Wires at chosen ports, followed through buffers:
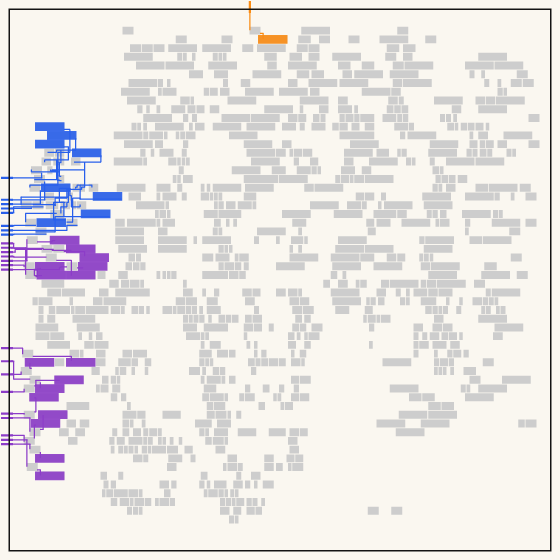
Sizing map:
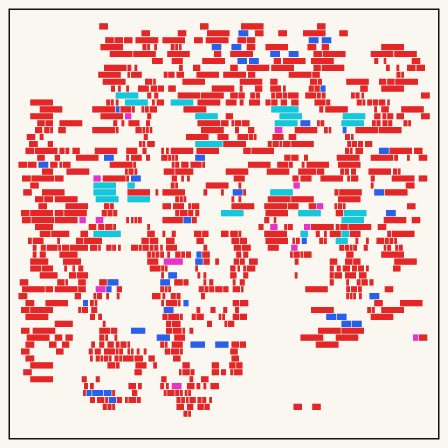
Congestion heat map:
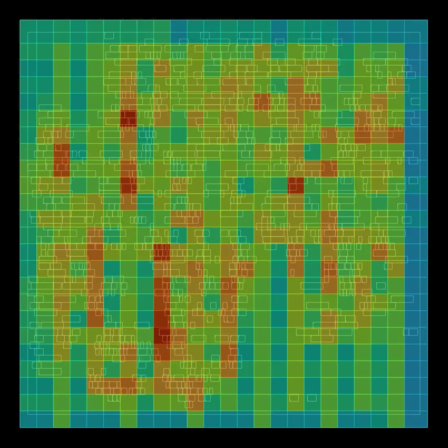
Cells colored by class:
The bar under the picture is 50 um long.
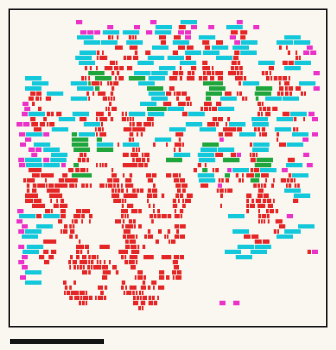
### src/rtl/tdc_phase_decoder.sv
// TDC back-end: decodes sampled ring phases plus ripple count into a fine total and
// emits the per-reference-period delta, optionally summed over 2^avg_sel periods.
module tdc_phase_decoder #(
  parameter int unsigned NPH     = 16,
  parameter int unsigned CNT_W   = 7,
  parameter int unsigned AVG_MAX = 7,
  localparam int unsigned FRAC_W = $clog2(2 * NPH),
  localparam int unsigned TOT_W  = CNT_W + FRAC_W,
  localparam int unsigned OUT_W  = TOT_W + AVG_MAX
) (
  input  logic             clk,
  input  logic             rst,
  input  logic             en,
  input  logic [NPH-1:0]   phase,
  input  logic [CNT_W-1:0] ripple_count,
  input  logic [2:0]       avg_sel,
  output logic [OUT_W-1:0] tdc_out,
  output logic             tdc_valid,
  output logic             bubble_err,
  output logic [7:0]       bubble_cnt
);

  localparam int unsigned TR_W = $clog2(NPH + 1);
  localparam int unsigned WC_W = AVG_MAX + 1;

  typedef enum logic [1:0] {StIdle, StPrime, StRun} state_e;

  // R1: input capture
  logic             en_r;
  logic [NPH-1:0]   phase_r;
  logic [CNT_W-1:0] cnt_r;
  logic [2:0]       sel_r;

  always_ff @(posedge clk or posedge rst) begin
    if (rst) begin
      en_r    <= 1'b0;
      phase_r <= '0;
      cnt_r   <= '0;
      sel_r   <= '0;
    end else begin
      en_r    <= en;
      phase_r <= phase;
      cnt_r   <= ripple_count;
      sel_r   <= avg_sel;
    end
  end

  // Decode: run length from bit 0 and circular transition count
  logic [FRAC_W-1:0] run_len;
  logic              run_open;
  logic [TR_W-1:0]   trans;
  logic [FRAC_W-1:0] frac_raw;
  logic [FRAC_W-1:0] frac;
  logic              bubble;
  logic [FRAC_W-1:0] frac_prev_q;
  logic [TOT_W-1:0]  total;
  logic [TOT_W-1:0]  total_prev_q;
  logic [TOT_W-1:0]  delta;

  always_comb begin
    run_len  = FRAC_W'(1);
    run_open = 1'b1;
    trans    = '0;
    for (int i = 1; i < NPH; i++) begin
      if (run_open && (phase_r[i] == phase_r[0])) begin
        run_len = run_len + FRAC_W'(1);
      end else begin
        run_open = 1'b0;
      end
    end
    for (int i = 0; i < NPH; i++) begin
      trans = trans + TR_W'(phase_r[i] != phase_r[(i + 1) % NPH]);
    end
    frac_raw = phase_r[0] ? (run_len - FRAC_W'(1))
                          : (FRAC_W'(NPH) + run_len - FRAC_W'(1));
    bubble   = (trans > TR_W'(2));
    frac     = bubble ? frac_prev_q : frac_raw;
    total    = {cnt_r, frac};
    // Modular difference absorbs ripple counter wrap
    delta    = total - total_prev_q;
  end

  // FSM on the registered enable
  state_e state_q, state_d;
  logic   delta_ok;

  always_comb begin
    state_d  = state_q;
    delta_ok = 1'b0;
    if (!en_r) begin
      state_d = StIdle;
    end else begin
      unique case (state_q)
        StIdle:  state_d = StPrime;
        StPrime: begin
          state_d  = StRun;
          delta_ok = 1'b1;
        end
        StRun: begin
          state_d  = StRun;
          delta_ok = 1'b1;
        end
        default: state_d = StIdle;
      endcase
    end
  end

  // R2: decode results
  logic             en2_q;
  logic             dv_q;
  logic [TOT_W-1:0] delta_q;
  logic [2:0]       sel2_q;
  logic             bubble_err_q;
  logic [7:0]       bubble_cnt_q;

  always_ff @(posedge clk or posedge rst) begin
    if (rst) begin
      state_q      <= StIdle;
      frac_prev_q  <= '0;
      total_prev_q <= '0;
      en2_q        <= 1'b0;
      dv_q         <= 1'b0;
      delta_q      <= '0;
      sel2_q       <= '0;
      bubble_err_q <= 1'b0;
      bubble_cnt_q <= '0;
    end else begin
      state_q      <= state_d;
      en2_q        <= en_r;
      dv_q         <= delta_ok;
      delta_q      <= delta;
      sel2_q       <= sel_r;
      bubble_err_q <= bubble;
      if (!bubble) frac_prev_q <= frac_raw;
      if (en_r) total_prev_q <= total;
      if (bubble && (bubble_cnt_q != 8'hFF)) bubble_cnt_q <= bubble_cnt_q + 8'd1;
    end
  end

  // R3: window accumulation
  logic [2:0]       win_q;
  logic [WC_W-1:0]  wcnt_q;
  logic [OUT_W-1:0] acc_q;
  logic [OUT_W-1:0] tdc_out_q;
  logic             tdc_valid_q;
  logic [2:0]       sel_clamp;
  logic [2:0]       win_eff;
  logic [WC_W-1:0]  win_len_m1;
  logic [OUT_W-1:0] acc_sum;

  always_comb begin
    sel_clamp = sel2_q;
    if (int'(sel2_q) > int'(AVG_MAX)) sel_clamp = 3'(AVG_MAX);
    // A window's length is fixed by the sample that opens it
    win_eff    = (wcnt_q == '0) ? sel_clamp : win_q;
    win_len_m1 = WC_W'((1 << win_eff) - 1);
    acc_sum    = acc_q + OUT_W'(delta_q);
  end

  always_ff @(posedge clk or posedge rst) begin
    if (rst) begin
      win_q       <= '0;
      wcnt_q      <= '0;
      acc_q       <= '0;
      tdc_out_q   <= '0;
      tdc_valid_q <= 1'b0;
    end else if (!en2_q) begin
      wcnt_q      <= '0;
      acc_q       <= '0;
      tdc_valid_q <= 1'b0;
    end else if (dv_q) begin
      if (wcnt_q == '0) win_q <= sel_clamp;
      if (wcnt_q == win_len_m1) begin
        tdc_out_q   <= acc_sum;
        tdc_valid_q <= 1'b1;
        acc_q       <= '0;
        wcnt_q      <= '0;
      end else begin
        acc_q       <= acc_sum;
        wcnt_q      <= wcnt_q + WC_W'(1);
        tdc_valid_q <= 1'b0;
      end
    end else begin
      tdc_valid_q <= 1'b0;
    end
  end

  assign tdc_out    = tdc_out_q;
  assign tdc_valid  = tdc_valid_q;
  assign bubble_err = bubble_err_q;
  assign bubble_cnt = bubble_cnt_q;

endmodule

### config.mk
export PLATFORM = sky130hd
export DESIGN_NAME = tdc_phase_decoder
export DESIGN_NICKNAME = d
export VERILOG_FILES = /design/src/rtl/tdc_phase_decoder.sv
export SDC_FILE = /design/constraint.sdc
export NUM_CORES = 1
export LEC_CHECK = 0
export CELL_PAD_IN_SITES_DETAIL_PLACEMENT = 0
export CELL_PAD_IN_SITES_GLOBAL_PLACEMENT = 2
export CORE_MARGIN = 3
export CORE_UTILIZATION = 29
export CTS_BUF_LIST = sky130_fd_sc_hd__clkbuf_4 sky130_fd_sc_hd__clkbuf_8 sky130_fd_sc_hd__clkbuf_16
export CTS_CLUSTER_DIAMETER = 30
export CTS_CLUSTER_SIZE = 30
export DETAILED_ROUTE_END_ITERATION = 8
export PLACE_DENSITY = 0.65
export SYNTH_ARGS = -nofsm -noshare
export SYNTH_HDL_FRONTEND = slang
export SYNTH_SLANG_ARGS = --single-unit
### constraint.sdc
create_clock -name clk -period 27.5 [get_ports clk]
set_input_delay 2.75 -clock clk [delete_from_list [all_inputs] [get_ports clk]]
set_output_delay 2.75 -clock clk [all_outputs]
set_load 0.01 [all_outputs]
==> out/qor.yml <==
status:
  outcome: "finished clean"
worst_setup_path:
  cpMaxStageDelayCell: "or4_4"
  worst_ep_required_time_ns: 27.83
  critPathBufInv: 1
  path_delay_family: "AND-OR/OR-AND gates"
  r2r_slack_ns: 17.72
  worstSetupPathType: "reg2reg"
  endpoint_kind: "register"
  crit_fanout: 37
  crit_path_frequent_cell: "ha_1"
  startpoint_type: "register"
  cp.arrival_ns: 10.10
  critPathMaxStageDelay_ns: 0.60
timing:
  fmax_mhz: 102.3
  period_minus_slack_ns: 9.779
  finalMaxSlewViolations: 0
  fin_setup_tns_ns: 0
  setup_ws_ns: 17.72
  whs_ns: 0.3398
  fin_crit_sh: 0.3556
  hold_viol: 0
  worst_slew_pin_slew_ns: 1.066
  rsz0062_at_grt: "false"
  slew_headroom: 0.2881
  fin_worst_skew_ns: 0.01632
  setup_viol: 0
yosys:
  ys_cells: 790
  ys_types: 71
  async_flop_share: 1.000
  syn_inst: 790
  ys_area_um2: 7636
  syn_area_um2: 7636
  synth-main-ff-cell: "dfrtp_1"
  fp_nets: 876
  ys_warn_count: 0
  avgSynthCellArea_um2: 9.666
  synth-edff-count: 0
  numSynthFlops: 121
  ys_seq_share: 0.3965
pwr:
  p_total_mw: 0.7765
  power_leakage_nw: 4.048
  p_per_area_nw_per_um2: 85.12
  ir_drop_uv: 54.71
placement:
  numPortBuffers: 57
  postPlaceCellArea_um2: 8514
  gp_congestion: 0.8370
  place_ws_ns: 17.71
  place_hpwl_um: 12710
  placed_cells: 1152
detailed_routing:
  route.final.wire_length_um: 17200
  vias: 5791
  route.detailed.wl_per_inst_um: 14.54
  firstDrtPassIters: 5
  ant_nets: 0
  drt_iter0_drc: 266
  drc: 0
  vias_per_cell: 4.895
hold_path:
  hold_class: "reg2reg"
clock_network:
  cts_sinks: 121
  htreeDepth: 4
  clk_latency_ns: 0.41
  cts_setup_buffers: 0
  clk_pin_slew_worst_paths_ns: 0.06
  cts-buffers-inserted: 17
  cts_buffer_depth: 2
  root_buffer: "clkbuf_16"
  cts_hold_buf: 0
  cts_tree: "done"
  cts-resized-gates: 0
layout:
  lay_top_cells: "dfrtp_1, nand2_1, clkdlybuf4s50_1"
  diodes: 0
  fin_cells: 1183
  drive_above_1_share: 0.09730
  final_design_area_no_fill_um2: 9123
  area_growth_pct: 19.47
  final_common_cell: "dfrtp_1"
  fin_nets: 927
  finalCoreUtilization: 0.3571
global_routing:
  grt_pass1_vias: 5780
  grt_most_used_layer: "met2"
  grt_overflow_total: 0
  grt_pass1_wl_um: 29170
  track_usage: 0.1260
  antenna_found_initial: 0
  grt_max_degree: 76
job:
  drv_cap: 0
  warnings: 28
floorplanning:
  io-pin-count: 58
  num_rows: 58
  die_h_um: 168.3
  fp-utilization: 0.2989
  die-width_um: 168.3
  die_area_um2: 28310
  core_um2: 25540
Notes on 'wires at chosen ports, followed through buffers' above:
- blue: bubble_cnt (bits 8; direction output; end cells 8; buffers 8; wire 385 um)
- orange: en (bits 1; direction input; end cells 1; buffers 1; wire 8.60 um)
- purple: phase (bits 16; direction input; end cells 16; buffers 16; wire 234 um)

Notes on 'sizing map' above:
- magenta: _3 and _4 cells (cells 14; share 1.6%)
- cyan: _6 and larger (cells 24; share 2.8%)
- red: _0 and _1 cells (cells 770; share 90%)
- blue: _2 cells (cells 45; share 5.3%)

Notes on 'congestion heat map' above:
met1 usage in global routing: 0.1712
routing usage on met3: 0.02583
met2 GRT Util: 0.2063

Notes on 'cells colored by class' above:
- red: combinational and other logic (cells 639)
- green: clock drivers and dummy loads (cells 31)
- cyan: sequential cells (cells 121)
- magenta: remaining buffers and delay cells (cells 62)

kinds of logic after synthesis:
kind of cell / after synthesis / synth area share
DFF: 121 / 0.3965
xor gates and xnor gates: 75 / 0.08979
adders and majority gates: 57 / 0.1042
and+or+nand+nor: 225 / 0.1480
buffers and inverters: 81 / 0.04440
AOI/OAI and AO/OA: 194 / 0.1645
muxes: 37 / 0.05260
path summary, 6_finish.rpt:
check	from	end	depth (start not counted)
max in group asynchronous	rst	phase_r[14]	3
min	sel_r[1]	sel2_q[1]	0
max	phase_r[0]	delta_q[11]	45
min in group asynchronous	rst	sel2_q[2]	2
max reg2reg	phase_r[0]	delta_q[11]	45
min reg2reg	sel_r[1]	sel2_q[1]	0
cell usage after synthesis, types with 4 or more instances:
library cell / number / share of area
buf_2: 7 / 0.0046
mux2_2: 25 / 0.037
nor4_1: 4 / 0.0033
and3_1: 13 / 0.011
nand2_1: 70 / 0.034
a21boi_0: 4 / 0.0039
a21oi_1: 44 / 0.029
o21bai_1: 11 / 0.011
o21a_1: 4 / 0.0039
nand4_1: 5 / 0.0041
and2_1: 5 / 0.0041
clkbuf_1: 19 / 0.0093
inv_1: 50 / 0.025
a21o_1: 8 / 0.0079
nor3_1: 10 / 0.0066
nand2b_1: 5 / 0.0041
or2_2: 5 / 0.0041
xor2_1: 32 / 0.037
or3_1: 6 / 0.0049
a31oi_1: 11 / 0.0090
mux2i_1: 12 / 0.016
nor2_1: 48 / 0.024
fa_1: 11 / 0.029
xnor2_1: 40 / 0.046
a21oi_2: 4 / 0.0046
nor2b_1: 10 / 0.0082
a22o_1: 14 / 0.016
ha_1: 46 / 0.075
dfrtp_1: 121 / 0.40
o31ai_1: 6 / 0.0059
o21ai_0: 55 / 0.036
nand3_1: 24 / 0.016
cell type report:
type                       instances  area (um^2)
timing repair buffer              62        608.1
clock buffer                      18        439.2
clock inverter                    13        168.9
multi-input combinational        588         4272
inverter                          51        193.9
sequential                       121         3028
tap                              330        412.9
fill                            2616        16420
sequential cells by signal (all words and copies together) (netlist names):
signal	flops
tdc_out	19
bubble_err	1
en_r	1
wcnt_q	8
sel2_q	3
total_prev_q	12
dv_q	1
sel_r	3
delta_q	12
phase_r	16
frac_prev_q	5
acc_q	19
cnt_r	7
en2_q	1
state_q	1
tdc_valid	1
bubble_cnt	8
win_q	3
worst register-to-register path: cells and delay by family, from the launching register on:
family	cells	cell delay, ns
compound gates	19	3.85
xor+xnor	2	0.24
fa+ha+maj	7	2.15
buf+inv	1	0.25
flops	1	0.35
mux	5	0.79
simple gates	11	2.07
report_power, final:
group	total [mW]	switching [mW]	leakage (nW)	internal, mW
clock network	0.229	0.0835	0.297	0.146
registers	0.238	0.0236	1.54	0.215
logic	0.309	0.171	2.21	0.138
total	0.776	0.279	4.05	0.498
metal layers:
| metal | wire length (um) | up-vias |
|---|---|---|
| met2 | 8063 | 83 |
| met3 | 549 | 8 |
| met5 | 0 | - |
| li1 | - | 2879 |
| met4 | 201 | 0 |
| met1 | 8382 | 2821 |
Power figures rest on the tool's default switching activity, not on a simulated workload.
